Run 1, metal 3:
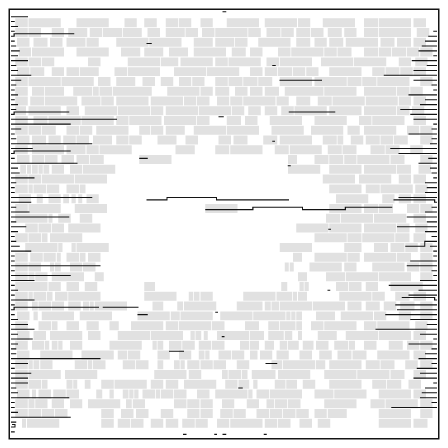
Run 1, clock wiring as the flow saved it:
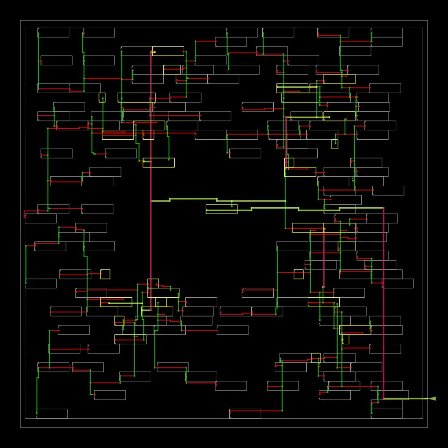
Run 1, close-up of the layout:
Region (40, 40) to (80, 80) um. Cells in grey, sequential cells in the stronger grey; small squares are vias.
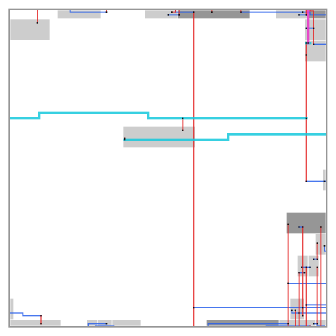
Run 1, routed metal per tile:
Scale bar: 20 um. The die is cut into 24 by 24 equal tiles; white is low, dark blue is high, scaled to the fullest tile. Values are wire area over tile area, all layers added.
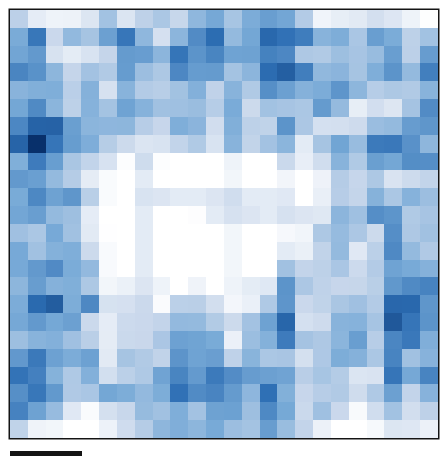
**src/rtl/mips_bus_pkg.sv**
```systemverilog
// Shared types and constants for the instruction/data bus arbiter.
package mips_bus_pkg;

    // Arbiter FSM: idle, strobe on the bus, wait for read data
    typedef enum logic [1:0] {
        IDLE,
        BUS,
        RESP
    } arb_state_t;

    // Which CPU port owns the current (or most recent) bus transaction
    typedef enum logic {
        OWN_I,
        OWN_D
    } owner_t;

    // Instruction fetches always read a full 32-bit word
    localparam logic [3:0] FETCH_BE = 4'b1111;

endpackage

```
**src/rtl/mips_bus_rr_pick.sv**
```systemverilog
// Two-way round-robin picker between the fetch port and the load/store port.
module mips_bus_rr_pick
    import mips_bus_pkg::*;
(
    input  logic   i_req,
    input  logic   d_req,
    input  owner_t last_grant,
    output logic   grant_valid,
    output owner_t grant_owner
);

    // A lone requester wins; on a tie the port that was not granted last wins
    always_comb begin
        grant_valid = i_req | d_req;
        grant_owner = OWN_I;
        if (i_req && d_req) begin
            grant_owner = (last_grant == OWN_I) ? OWN_D : OWN_I;
        end else if (d_req) begin
            grant_owner = OWN_D;
        end
    end

endmodule

```
**src/rtl/mips_bus_arbiter.sv**
```systemverilog
// Shares one Avalon-style memory bus between the fetch port and the
// load/store port, one transaction at a time, with registered bus outputs.
module mips_bus_arbiter
    import mips_bus_pkg::*;
#(
    parameter int AW = 32,
    parameter int DW = 32
) (
    input  logic              clk,
    input  logic              reset,
    input  logic              i_req,
    input  logic [AW-1:0]     i_addr,
    output logic              i_ack,
    output logic [DW-1:0]     i_rdata,
    input  logic              d_req,
    input  logic              d_we,
    input  logic [AW-1:0]     d_addr,
    input  logic [DW/8-1:0]   d_be,
    input  logic [DW-1:0]     d_wdata,
    output logic              d_ack,
    output logic [DW-1:0]     d_rdata,
    output logic [AW-1:0]     address,
    output logic              read,
    output logic              write,
    output logic [DW/8-1:0]   byteenable,
    output logic [DW-1:0]     writedata,
    input  logic [DW-1:0]     readdata,
    input  logic              waitrequest
);

    localparam int BW = DW / 8;

    arb_state_t      state;
    arb_state_t      state_nxt;
    owner_t          owner;
    owner_t          owner_nxt;
    owner_t          last_grant;
    owner_t          last_grant_nxt;
    logic            grant_valid;
    owner_t          grant_owner;

    logic [AW-1:0]   address_nxt;
    logic            read_nxt;
    logic            write_nxt;
    logic [BW-1:0]   byteenable_nxt;
    logic [DW-1:0]   writedata_nxt;
    logic            i_ack_nxt;
    logic            d_ack_nxt;
    logic [DW-1:0]   i_rdata_nxt;
    logic [DW-1:0]   d_rdata_nxt;

    mips_bus_rr_pick u_pick (
        .i_req       (i_req),
        .d_req       (d_req),
        .last_grant  (last_grant),
        .grant_valid (grant_valid),
        .grant_owner (grant_owner)
    );

    // State register; reset abandons any transaction in flight
    always_ff @(posedge clk or posedge reset) begin
        if (reset) begin
            state <= IDLE;
        end else begin
            state <= state_nxt;
        end
    end

    // Next state: grant from IDLE, leave BUS once the strobe is accepted
    always_comb begin
        state_nxt = state;
        case (state)
            IDLE: if (grant_valid) state_nxt = BUS;
            BUS:  if (!waitrequest) state_nxt = write ? IDLE : RESP;
            RESP: state_nxt = IDLE;
            default: state_nxt = IDLE;
        endcase
    end

    // Next values of the bus, ack and read-data registers for each state
    always_comb begin
        owner_nxt      = owner;
        last_grant_nxt = last_grant;
        address_nxt    = address;
        read_nxt       = read;
        write_nxt      = write;
        byteenable_nxt = byteenable;
        writedata_nxt  = writedata;
        i_ack_nxt      = 1'b0;
        d_ack_nxt      = 1'b0;
        i_rdata_nxt    = i_rdata;
        d_rdata_nxt    = d_rdata;
        case (state)
            IDLE: begin
                if (grant_valid) begin
                    owner_nxt      = grant_owner;
                    last_grant_nxt = grant_owner;
                    if (grant_owner == OWN_I) begin
                        address_nxt    = i_addr;
                        read_nxt       = 1'b1;
                        write_nxt      = 1'b0;
                        byteenable_nxt = {(BW/4){FETCH_BE}};
                    end else begin
                        address_nxt    = d_addr;
                        read_nxt       = ~d_we;
                        write_nxt      = d_we;
                        byteenable_nxt = d_be;
                        writedata_nxt  = d_wdata;
                    end
                end
            end
            BUS: begin
                if (!waitrequest) begin
                    read_nxt  = 1'b0;
                    write_nxt = 1'b0;
                    if (write) begin
                        i_ack_nxt = (owner == OWN_I);
                        d_ack_nxt = (owner == OWN_D);
                    end
                end
            end
            RESP: begin
                if (owner == OWN_I) begin
                    i_rdata_nxt = readdata;
                    i_ack_nxt   = 1'b1;
                end else begin
                    d_rdata_nxt = readdata;
                    d_ack_nxt   = 1'b1;
                end
            end
            default: begin
                read_nxt  = 1'b0;
                write_nxt = 1'b0;
            end
        endcase
    end

    // Output and datapath registers; reset drops strobes at once with no ack
    always_ff @(posedge clk or posedge reset) begin
        if (reset) begin
            owner      <= OWN_I;
            last_grant <= OWN_I;
            address    <= '0;
            read       <= 1'b0;
            write      <= 1'b0;
            byteenable <= '0;
            writedata  <= '0;
            i_ack      <= 1'b0;
            d_ack      <= 1'b0;
            i_rdata    <= '0;
            d_rdata    <= '0;
        end else begin
            owner      <= owner_nxt;
            last_grant <= last_grant_nxt;
            address    <= address_nxt;
            read       <= read_nxt;
            write      <= write_nxt;
            byteenable <= byteenable_nxt;
            writedata  <= writedata_nxt;
            i_ack      <= i_ack_nxt;
            d_ack      <= d_ack_nxt;
            i_rdata    <= i_rdata_nxt;
            d_rdata    <= d_rdata_nxt;
        end
    end

endmodule
```
**config.mk**
```make
export PLATFORM = sky130hd
export DESIGN_NAME = mips_bus_arbiter
export DESIGN_NICKNAME = d
export VERILOG_FILES = /design/src/rtl/mips_bus_pkg.sv /design/src/rtl/mips_bus_rr_pick.sv /design/src/rtl/mips_bus_arbiter.sv
export SDC_FILE = /design/constraint.sdc
export NUM_CORES = 1
export LEC_CHECK = 0
export CORE_UTILIZATION = 41
export CTS_CLUSTER_DIAMETER = 40
export CTS_CLUSTER_SIZE = 8
export DETAILED_ROUTE_END_ITERATION = 6
export MAX_ROUTING_LAYER = met4
export PLACE_DENSITY = 0.89
export SYNTH_ARGS = -nofsm -noshare
export SYNTH_HDL_FRONTEND = slang
export SYNTH_HIERARCHICAL = 1
export SYNTH_SLANG_ARGS = --single-unit
```
**constraint.sdc**
```tcl
create_clock -name clk -period 5.2 [get_ports clk]
set_clock_uncertainty 0.2 [all_clocks]
set_input_delay 0.52 -clock clk [delete_from_list [all_inputs] [get_ports clk]]
set_output_delay 0.52 -clock clk [all_outputs]
set_load 0.05 [all_outputs]
```
==> run_results.csv, run 1 <==
group,metric,value,unit
placement,place_ws,2.43,ns
cells_and_area,lay_top_cells,"clkdlybuf4s50_1 (273), dfrtp_1 (139), mux2_2 (73), nor2_1 (34)",
power,ir_drop,0.000462,V
logic_synthesis,synth-edff-count,0,
die,num_rows,42,
logic_synthesis,synth_area,5630,sq um
power,pwr-share-comb,56.7,%
clocking,cts.clk_slew.worst_paths,0.06,ns
power,seqPwrFrac,26.8,%
power,power,7.27,mW
power,pg_comb,4.12,mW
placement,io_buffers,273,
logic_synthesis,xor_share,0,%
critical_path,cpLargestDelayFamily,"buffers and inverters",
logic_synthesis,simple_gate_share,3.67,%
clocking,htree_levels,4,
cells_and_area,n_all_buffers,278,
die,io-pin-count,274,
clocking,cts_made_buffers,17,
die,die_w,119,um
critical_path,path_depth,1,
placement,placedCellCount,819,
critical_path,r2r.worst_path.cells,4,
global_route,grt_max_degree,111,
hold_path,min_delay_path_depth,1,
status,status,"finished clean",
cells_and_area,areaGrowthSynthToFinish,61.7,%
final_timing,min_period,2.38,ns
clocking,cts-root-buf,"clkbuf_16",
placement,place_area,8510,sq um
cells_and_area,postLayoutCoreUtil,68.5,%
final_timing,setup-violations-final,0,
global_route,grt_usage,22.7,%
hold_path,hold_path.class,"reg -> reg",
placement,gp_congestion,0.808,
cells_and_area,n_all_inverters,5,
die,core,13300,sq um
critical_path,r2r-start,"last_grant$_DFFE_PP0P_",
logic_synthesis,synthTopCellsByArea,"dfrtp_1 (62%), mux2_2 (15%), mux2_4 (6.7%)",
logic_synthesis,yosysMostFrequentCell,"dfrtp_1",
cells_and_area,mi_logic_area,2020,sq um
logic_synthesis,synthAdderAreaFrac,0.667,%
route,final_antenna_net_count,0,
logic_synthesis,synth.largest_area_cell,"dfrtp_1",
final_timing,max_slew_margin,36.6,%
clocking,post_cts_buffers,0,
Notes on 'metal 3' above:
nets with wire on the layer: 172
share of all routed wire: 6.8%
longest straight run: 29.2 um
wire length on this layer: 1000 um
main direction: horizontal

Notes on 'clock wiring as the flow saved it' above:
# clk buffers: 19
Clock Sinks: 139

Notes on 'close-up of the layout' above:
legend:
  metal 2:
    colour: red
  metal 1:
    colour: blue
  metal 3:
    colour: cyan
  metal 4:
    colour: magenta
cells with their middle in the window: 7
sequential cells in the window: 1
most frequent: clkbuf_16 (2)
netlist names of flops here include: last_grant (1)

Notes on 'routed metal per tile' above:
mean over tiles: 0.17
emptiest ninth of the die: centre
nearly empty tiles: 8.9%
fullest tile: 0.48
tiles over half the peak: 26%

Run 1, clock network drawn from the DEF:
Scale bar: 20 um.
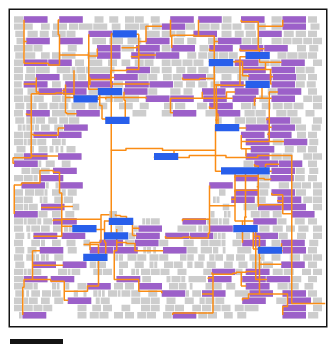

==> inputs of run 2 (changes only) <==
clock period = 2.4 ns   (was 5.2 ns; I/O delays follow)
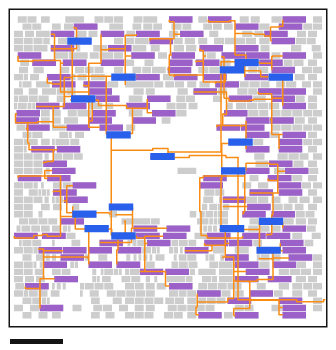
Run 2: clock network drawn from the DEF
Scale bar: 20 um.
legend:
  clock wires:
    colour: orange
    length: 1650 um
  clock drivers:
    colour: blue
    count: 17
  flip-flops:
    colour: purple
    count: 139
routed clock nets: 18
flops lie: spread over the die
worst skew pair latency: 0.40 ns
P_clk: 2.53 mW

==> run 2 against run 1 <==
  * Non-clock buffer count increased by 2
  * Combinational power increased by 120%
  * Final cell count increased by 0.24%
  * Sequential share of layout area decreased by 0.16 points
  * Hold slack got worse by 0.18 ns
  * Core utilization increased by 0.29 points
  * Critical path depth increased by 5
  * Via count decreased by 0.94%
  * Synthesized cell count unchanged
  * Design area increased by 0.43%
  * Critical path type is now reg -> reg
==> run_results.csv, run 2 <==
group,metric,value,unit
die,io-pin-count,274,
placement,place_area,8560,sq um
logic_synthesis,synth-edff-count,0,
placement,io_buffers,273,
global_route,grt_usage,21.7,%
global_route,grt_max_degree,79,
critical_path,path_depth,6,
cells_and_area,postLayoutCoreUtil,68.7,%
logic_synthesis,xor_share,0,%
power,seqPwrFrac,26.7,%
status,status,"finished clean",
cells_and_area,bufAreaShareNonClock,30.9,%
placement,gp_congestion,0.772,
cells_and_area,n_all_inverters,5,
clocking,clkSinkCount,139,
power,pwr-share-comb,57.1,%
cells_and_area,clkbuf_count,21,
die,die_w,119,um
power,pg_comb,8.96,mW
logic_synthesis,yosysMostFrequentCell,"dfrtp_1",
placement,place_ws,0.130,ns
logic_synthesis,synthTopCellsByArea,"dfrtp_1 (62%), mux2_2 (15%), mux2_4 (6.7%)",
critical_path,r2r-start,"state[0]$_DFFE_PP0P_",
final_timing,min_period,2.14,ns
critical_path,r2r.worst_path.cells,6,
final_timing,max_slew_margin,57.6,%
final_timing,setup-violations-final,0,
clocking,cts-root-buf,"clkbuf_16",
power,ir_drop,0.000913,V
clocking,cts_made_buffers,17,
logic_synthesis,synth_area,5630,sq um
route,final_antenna_net_count,0,
placement,placedCellCount,821,
clocking,cts.clk_slew.worst_paths,0.06,ns
logic_synthesis,synthAdderAreaFrac,0.667,%
cells_and_area,clk_share,6.34,%
clocking,post_cts_buffers,0,
Power figures rest on the tool's default switching activity, not on a simulated workload.
